## src/rtl/sdram_sched_pkg.sv

```systemverilog
// Shared encodings and address widths for the SDRAM burst scheduler.
package sdram_sched_pkg;

  localparam int unsigned ROW_W  = 13;
  localparam int unsigned COL_W  = 9;
  localparam int unsigned BANK_W = 2;

  typedef enum logic [1:0] {
    CMD_NONE = 2'b00,
    CMD_REF  = 2'b01,
    CMD_WR   = 2'b10,
    CMD_RD   = 2'b11
  } cmd_type_e;

  typedef enum logic [1:0] {
    StIdle,
    StArb,
    StReq,
    StWait
  } sched_state_e;

endpackage

```

## src/rtl/sdram_ref_timer.sv

```systemverilog
// Refresh interval timer: raises ref_pend once per period and flags a period that
// elapses while the previous refresh is still outstanding.
module sdram_ref_timer
  import sdram_sched_pkg::*;
#(
  parameter int unsigned REF_PERIOD = 780
) (
  input  logic clk,
  input  logic rst_n,
  input  logic en,
  input  logic clr,
  output logic ref_pend,
  output logic ref_overrun
);

  localparam int unsigned CntW = (REF_PERIOD > 1) ? $clog2(REF_PERIOD) : 1;
  localparam logic [CntW-1:0] CntMax = CntW'(REF_PERIOD - 1);

  logic [CntW-1:0] cnt_q;
  logic            wrap;

  assign wrap = en && (cnt_q == CntMax);

  always_ff @(posedge clk or negedge rst_n) begin
    if (!rst_n) begin
      cnt_q       <= '0;
      ref_pend    <= 1'b0;
      ref_overrun <= 1'b0;
    end else begin
      if (!en || wrap) begin
        cnt_q <= '0;
      end else begin
        cnt_q <= cnt_q + 1'b1;
      end
      // A new period wins over a same-cycle clear so that request is not lost.
      if (wrap) begin
        ref_pend <= 1'b1;
      end else if (clr) begin
        ref_pend <= 1'b0;
      end
      if (wrap && ref_pend && !clr) begin
        ref_overrun <= 1'b1;
      end
    end
  end

endmodule

```

## src/rtl/sdram_burst_sched.sv

```systemverilog
// Burst scheduler: arbitrates refresh / write / read bursts towards the SDRAM command engine
// and walks ping-pong frame buffers in banks 0 and 1.
module sdram_burst_sched
  import sdram_sched_pkg::*;
#(
  parameter int unsigned REF_PERIOD = 780,
  parameter int unsigned BURST_LEN  = 256,
  parameter int unsigned FRAME_ROWS = 1024,
  parameter int unsigned FIFO_DEPTH = 1024,
  parameter int unsigned R_THRESH   = FIFO_DEPTH - BURST_LEN
) (
  input  logic                          sysclk_100M,
  input  logic                          rst_n,
  input  logic                          init_done,
  input  logic [$clog2(FIFO_DEPTH)-1:0] w_data_count,
  input  logic [$clog2(FIFO_DEPTH)-1:0] r_data_count,
  output logic                          cmd_req,
  output logic [1:0]                    cmd_type,
  output logic [BANK_W-1:0]             cmd_bank,
  output logic [ROW_W-1:0]              cmd_row,
  output logic [COL_W-1:0]              cmd_col,
  input  logic                          cmd_ack,
  input  logic                          cmd_done,
  output logic                          write_end,
  output logic                          ref_overrun
);

  localparam int unsigned CntW = $clog2(FIFO_DEPTH);
  localparam logic [CntW:0]       BurstLenC = (CntW + 1)'(BURST_LEN);
  localparam logic [CntW:0]       RThreshC  = (CntW + 1)'(R_THRESH);
  localparam logic [COL_W-1:0]    ColStep   = COL_W'(BURST_LEN);
  localparam logic [COL_W-1:0]    ColLast   = COL_W'(512 - BURST_LEN);
  localparam logic [ROW_W-1:0]    RowLast   = ROW_W'(FRAME_ROWS - 1);

  sched_state_e     state_q;
  logic             wr_buf_q, rd_buf_q, last_done_q, last_wr_q;
  logic [ROW_W-1:0] wr_row_q, rd_row_q;
  logic [COL_W-1:0] wr_col_q, rd_col_q;

  logic      ref_pend, ref_clr;
  logic      wr_elig, rd_elig, rd_bank_sel, ack_fire;
  cmd_type_e pick;

  always_comb begin
    wr_elig     = {1'b0, w_data_count} >= BurstLenC;
    rd_elig     = write_end && ({1'b0, r_data_count} <= RThreshC);
    // A read frame always starts on the most recently completed write frame.
    rd_bank_sel = (rd_row_q == '0 && rd_col_q == '0) ? last_done_q : rd_buf_q;
    ack_fire    = (state_q == StReq) && cmd_ack;
    ref_clr     = ack_fire && (cmd_type == CMD_REF);
    pick        = CMD_NONE;
    if (ref_pend) begin
      pick = CMD_REF;
    end else if (wr_elig && rd_elig) begin
      pick = last_wr_q ? CMD_RD : CMD_WR;
    end else if (wr_elig) begin
      pick = CMD_WR;
    end else if (rd_elig) begin
      pick = CMD_RD;
    end
  end

  sdram_ref_timer #(
    .REF_PERIOD(REF_PERIOD)
  ) u_ref_timer (
    .clk        (sysclk_100M),
    .rst_n      (rst_n),
    .en         (init_done),
    .clr        (ref_clr),
    .ref_pend   (ref_pend),
    .ref_overrun(ref_overrun)
  );

  always_ff @(posedge sysclk_100M or negedge rst_n) begin
    if (!rst_n) begin
      state_q     <= StIdle;
      cmd_req     <= 1'b0;
      cmd_type    <= CMD_NONE;
      cmd_bank    <= '0;
      cmd_row     <= '0;
      cmd_col     <= '0;
      write_end   <= 1'b0;
      wr_buf_q    <= 1'b0;
      rd_buf_q    <= 1'b0;
      last_done_q <= 1'b0;
      last_wr_q   <= 1'b0;
      wr_row_q    <= '0;
      wr_col_q    <= '0;
      rd_row_q    <= '0;
      rd_col_q    <= '0;
    end else if (!init_done) begin
      state_q  <= StIdle;
      cmd_req  <= 1'b0;
      cmd_type <= CMD_NONE;
    end else begin
      unique case (state_q)
        StIdle: state_q <= StArb;
        StArb: begin
          if (pick != CMD_NONE) begin
            state_q  <= StReq;
            cmd_req  <= 1'b1;
            cmd_type <= pick;
            unique case (pick)
              CMD_WR: begin
                cmd_bank  <= {{(BANK_W - 1){1'b0}}, wr_buf_q};
                cmd_row   <= wr_row_q;
                cmd_col   <= wr_col_q;
                last_wr_q <= 1'b1;
              end
              CMD_RD: begin
                cmd_bank  <= {{(BANK_W - 1){1'b0}}, rd_bank_sel};
                cmd_row   <= rd_row_q;
                cmd_col   <= rd_col_q;
                rd_buf_q  <= rd_bank_sel;
                last_wr_q <= 1'b0;
              end
              default: begin
                cmd_bank <= '0;
                cmd_row  <= '0;
                cmd_col  <= '0;
              end
            endcase
          end
        end
        StReq: begin
          if (cmd_ack) begin
            cmd_req  <= 1'b0;
            cmd_type <= CMD_NONE;
            state_q  <= cmd_done ? StArb : StWait;
            if (cmd_type == CMD_WR) begin
              if (wr_col_q == ColLast) begin
                wr_col_q <= '0;
                if (wr_row_q == RowLast) begin
                  wr_row_q    <= '0;
                  last_done_q <= wr_buf_q;
                  wr_buf_q    <= ~wr_buf_q;
                  write_end   <= 1'b1;
                end else begin
                  wr_row_q <= wr_row_q + 1'b1;
                end
              end else begin
                wr_col_q <= wr_col_q + ColStep;
              end
            end else if (cmd_type == CMD_RD) begin
              if (rd_col_q == ColLast) begin
                rd_col_q <= '0;
                rd_row_q <= (rd_row_q == RowLast) ? '0 : rd_row_q + 1'b1;
              end else begin
                rd_col_q <= rd_col_q + ColStep;
              end
            end
          end
        end
        StWait: if (cmd_done) state_q <= StArb;
        default: state_q <= StIdle;
      endcase
    end
  end

endmodule

```

## config.mk

```make
export PLATFORM = sky130hd
export DESIGN_NAME = sdram_burst_sched
export DESIGN_NICKNAME = d
export VERILOG_FILES = /design/src/rtl/sdram_sched_pkg.sv /design/src/rtl/sdram_ref_timer.sv /design/src/rtl/sdram_burst_sched.sv
export SDC_FILE = /design/constraint.sdc
export NUM_CORES = 1
export LEC_CHECK = 0
export CAP_MARGIN = 10
export CORE_ASPECT_RATIO = 0.5
export CORE_MARGIN = 2
export CORE_UTILIZATION = 40
export CTS_CLUSTER_DIAMETER = 150
export CTS_CLUSTER_SIZE = 25
export DETAILED_ROUTE_END_ITERATION = 12
export HOLD_SLACK_MARGIN = 0.15
export PLACE_DENSITY = 0.69
export SLEW_MARGIN = 20
export SYNTH_ARGS = -nofsm -noshare
export SYNTH_HDL_FRONTEND = slang
export SYNTH_HIERARCHICAL = 1
export SYNTH_SLANG_ARGS = --single-unit
```

## constraint.sdc

```tcl
create_clock -name sysclk_100M -period 2.2 [get_ports sysclk_100M]
set_input_delay 0.44 -clock sysclk_100M [delete_from_list [all_inputs] [get_ports sysclk_100M]]
set_output_delay 0.44 -clock sysclk_100M [all_outputs]
set_load 0.005 [all_outputs]
```

### Placement view

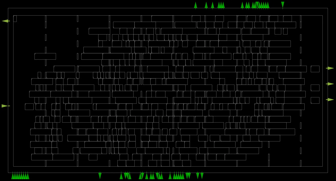
area of the core: 0.008738 sq mm
Seq cells: 66

### Local utilization

The die is cut into 14 by 7 equal tiles; white is low, dark blue is high, 0 to 100% covered.
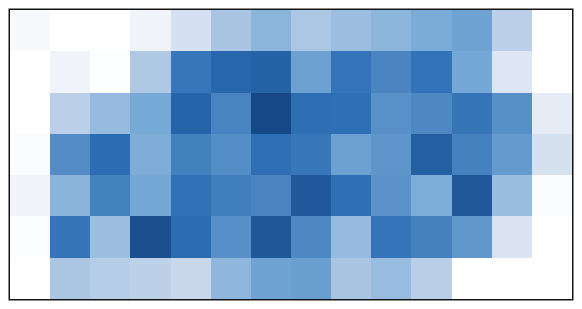
emptiest ninth of the die: north-west
fullest tile: 90%
mean over tiles: 45%
nearly empty tiles: 14%
Post-Route Utilization: 52.46%
starting density of the core: 41.35%

### Metal 1

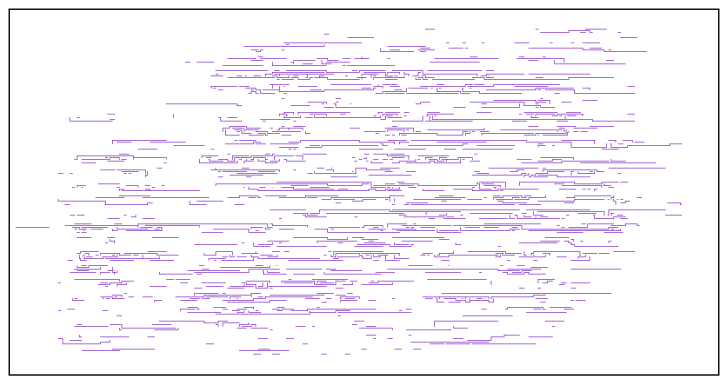
nets with wire on the layer: 387
longest straight run: 33.1 um
share of all routed wire: 49%
wire length on this layer: 3,960 um
main direction: horizontal
vias after detailed routing: 2,847
met1 usage: 25.34%
final WL: 8.076 mm

==> notes.md <==
run results: status=finished, final reports clean, Gate power share=approximately 14%, Internal=around 2.6 mW, top cell category=multi-input combinational cells, share of cells above drive strength 1=between 10% and 20%, IO Pins=~54, Yosys top cell by instances=dfrtp_1, placed cell area=0.004254 sq mm, startpoint type of the worst setup path=flip-flop, clock share of power=45.7%, worst r2r dst=wr_row_q[8], hold path depth=1, DRT Pass-1 Iters=4, Final Hold Fails=0, WP data required=2.42 ns, Synth Register Bits=roughly 66, GRT Total Usage=between 10% and 20%, DR WL/cell=between 15 and 20 um, CTS clk-pin slew, worst paths=approximately 0.050 ns, Peak VDD IR=about 0.42 mV, # Post-CTS Setup Buffers=0, CTS root buf=clkbuf_16, Num CTS Buffers=9, CP Data Arrival Time=approximately 2.2 ns, Worst Max-Slew Pin Slew=roughly 0.56 ns, # rows=24, Congestion Overflow GR=0, routed length on met1=roughly 4.0 mm, slowest stage delay, CP=0.42 ns, Hold WC Path Type=flip-flop to flip-flop, Complex Gates by Area=between 10% and 20%, CTS Hold Bufs=1, Main power group=the clock network, clk_buf instances=11, f_max=between 500 and 600 MHz, clock-cell share of area=under 10%, initial DRC count=approximately 240, vias in the first global route=2,847, crit end category=flip-flop, Die Ht=slightly above 70 um, Net Switching=0.7992 mW, Max-Cap Viols=0, GRT busiest layer=met2, Sequential Power Share=40.5%, Synth top cells by count=dfrtp_1, nand3_1, xnor2_1, nand2_1, nor2_1, IO Port Bufs=roughly 44, number of signal-net inverters in the final layout=16, highest routing layer actually used=met4, Met2 Wirelength=between 3 and 4 mm, multiplexer share of the synthesized area=2.355%, top area contributor share=45.71%, pin count of the biggest net entering global routing=47, Hold Path Sink=u_ref_timer/ref_overrun, Tmin final=about 2.0 ns, GR met2 Demand/Resource=around 28%, Gate Count Post-Synth=350, post-CTS sizing=0, ant diodes=0, vias per cell=~5.4, Adder Share, Synth=2.424%, multi-input gates=241, Chip Area, Yosys=approximately 0.0036 sq mm, average cell area after synthesis=10.32 sq um, reg-to-reg startpoint=state_q[0], Post-Synth Simple-Gate Area=21.85%, RSZ-0062 raised after global routing=no, hold_sp=u_ref_timer/ref_overrun, crit path to=wr_row_q[8], final setup vio count=0, initial antenna violation count=0, Ys Warns=6, post-route cell area=roughly 0.0046 sq mm, TritonCTS clock tree=done, Top logic family=simple AND/OR/NAND/NOR gates, final setup margin=between 0.2 and 0.25 ns, Post-synth seq share=between 40% and 50%, fraction of registers with async set/reset=100.0%, xor+xnor area frac=5.575%, logic share of the area=between 30% and 40%, pwr/cell area=around 730 mW/mm^2, Non-clk bufs=between 70 and 80, clk latency late pin=0.34 ns, Top area cell types=dfrtp_1, xnor2_1, nand3_1, stages on the worst setup path=8, comb pwr=around 0.47 mW, CP max stage cell=dfrtp_1, dpl hpwl=5.936 mm, OpenROAD warning count=37, first-pass GRT wire length=14.32 mm, switch share=a little under a quarter, routed length on met3=roughly 320 um, H-Tree Depth=3, most numerous logic cells after layout=dfrtp_1, clkdlybuf4s50_1, nand3_1, Nets=between 400 and 500, number of cells in the yosys synthesis report=between 300 and 400, CP startpoint=state_q[0], clock network power=approximately 1.5 mW, Yosys cell types=roughly 60, top cell family by delay on the critical path=simple AND/OR/NAND/NOR gates, total power=about 3.4 mW, Area growth, synth to finish=26.87%, Critical path buffers and inverters=3, Commonest flop=dfrtp_1, Post-Syn Area=between 0.003 and 0.004 sq mm, setup TNS=0 ns, clk_skew=around 0.0060 ns, Setup Crit Path Kind=flip-flop to flip-flop, area leader, netlist=dfrtp_1, met3 usage=5.416%, NonClk Buf Share=approximately 15%, max-slew violation count=0, n_taps=around 120, residual DRC count=0, cell leakage power=1.969 nW, R2R setup slack=0.24 ns, Die Span X=between 100 and 150 um, final worst-path cycle share=slightly below 90%, DP Worst Slack=-0.06067 ns, relative max-transition margin=a little over three fifths, CTS Sinks=66, Worst R2R Path Depth=8, Worst Path Max Fanout=5, Comb area=between 0.0015 and 0.002 sq mm, Crit path top cell by count=buf_4, Post-synth EDFFs=0, Final ANT Viol Nets=0, GPL Wtd Cong=0.8228, dominant logic cell type in the layout=dfrtp_1, DIE AREA=0.009856 sq mm
### Signal wires on met2

Cells faint in the background.
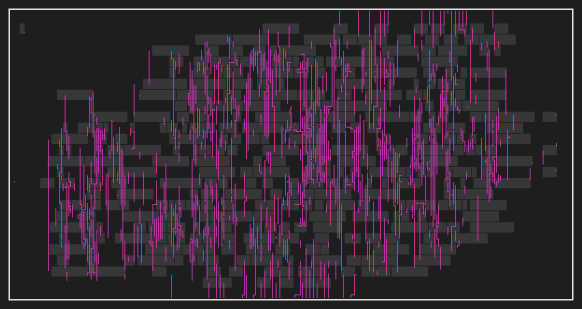
nets with wire on the layer: 370
longest straight run: 34.3 um

### Register map, names as in the netlist

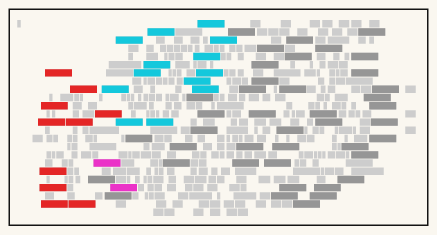
legend:
  `wr_row_q`:
    color: cyan
    placed_flops: 13
  `u_ref_timer/cnt_q`:
    color: red
    placed_flops: 10
  `state_q`:
    color: magenta
    placed_flops: 2
not colored: 41
sequential cell area share: 36.03%
Sequential Area: 0.001652 sq mm
P_seq: 1.36 mW

## flip-flops by register name, indices dropped and copies added (netlist names)
name                     count
rd_buf_q                     1
rd_col_q                     1
u_ref_timer/ref_pend         1
state_q                      2
wr_row_q                    13
u_ref_timer/cnt_q           10
u_ref_timer/ref_overrun      1
wr_col_q                     1
cmd_req                      1
cmd_type                     2
cmd_col                      2
write_end                    1
last_wr_q                    1
cmd_row                     13
cmd_bank                     1
wr_buf_q                     1
last_done_q                  1
rd_row_q                    13
## through the flow
step	instances	hold slack [ns]	util, %
floorplan	350	0.1444	-
global placement	512	0.4343	48.68
detailed placement	512	0.4388	48.68
CTS	529	0.4797	52.46
global route	529	0.5123	52.46
finish	529	0.4709	52.46
No activity file was given, so power comes from the tool's default toggle rates.
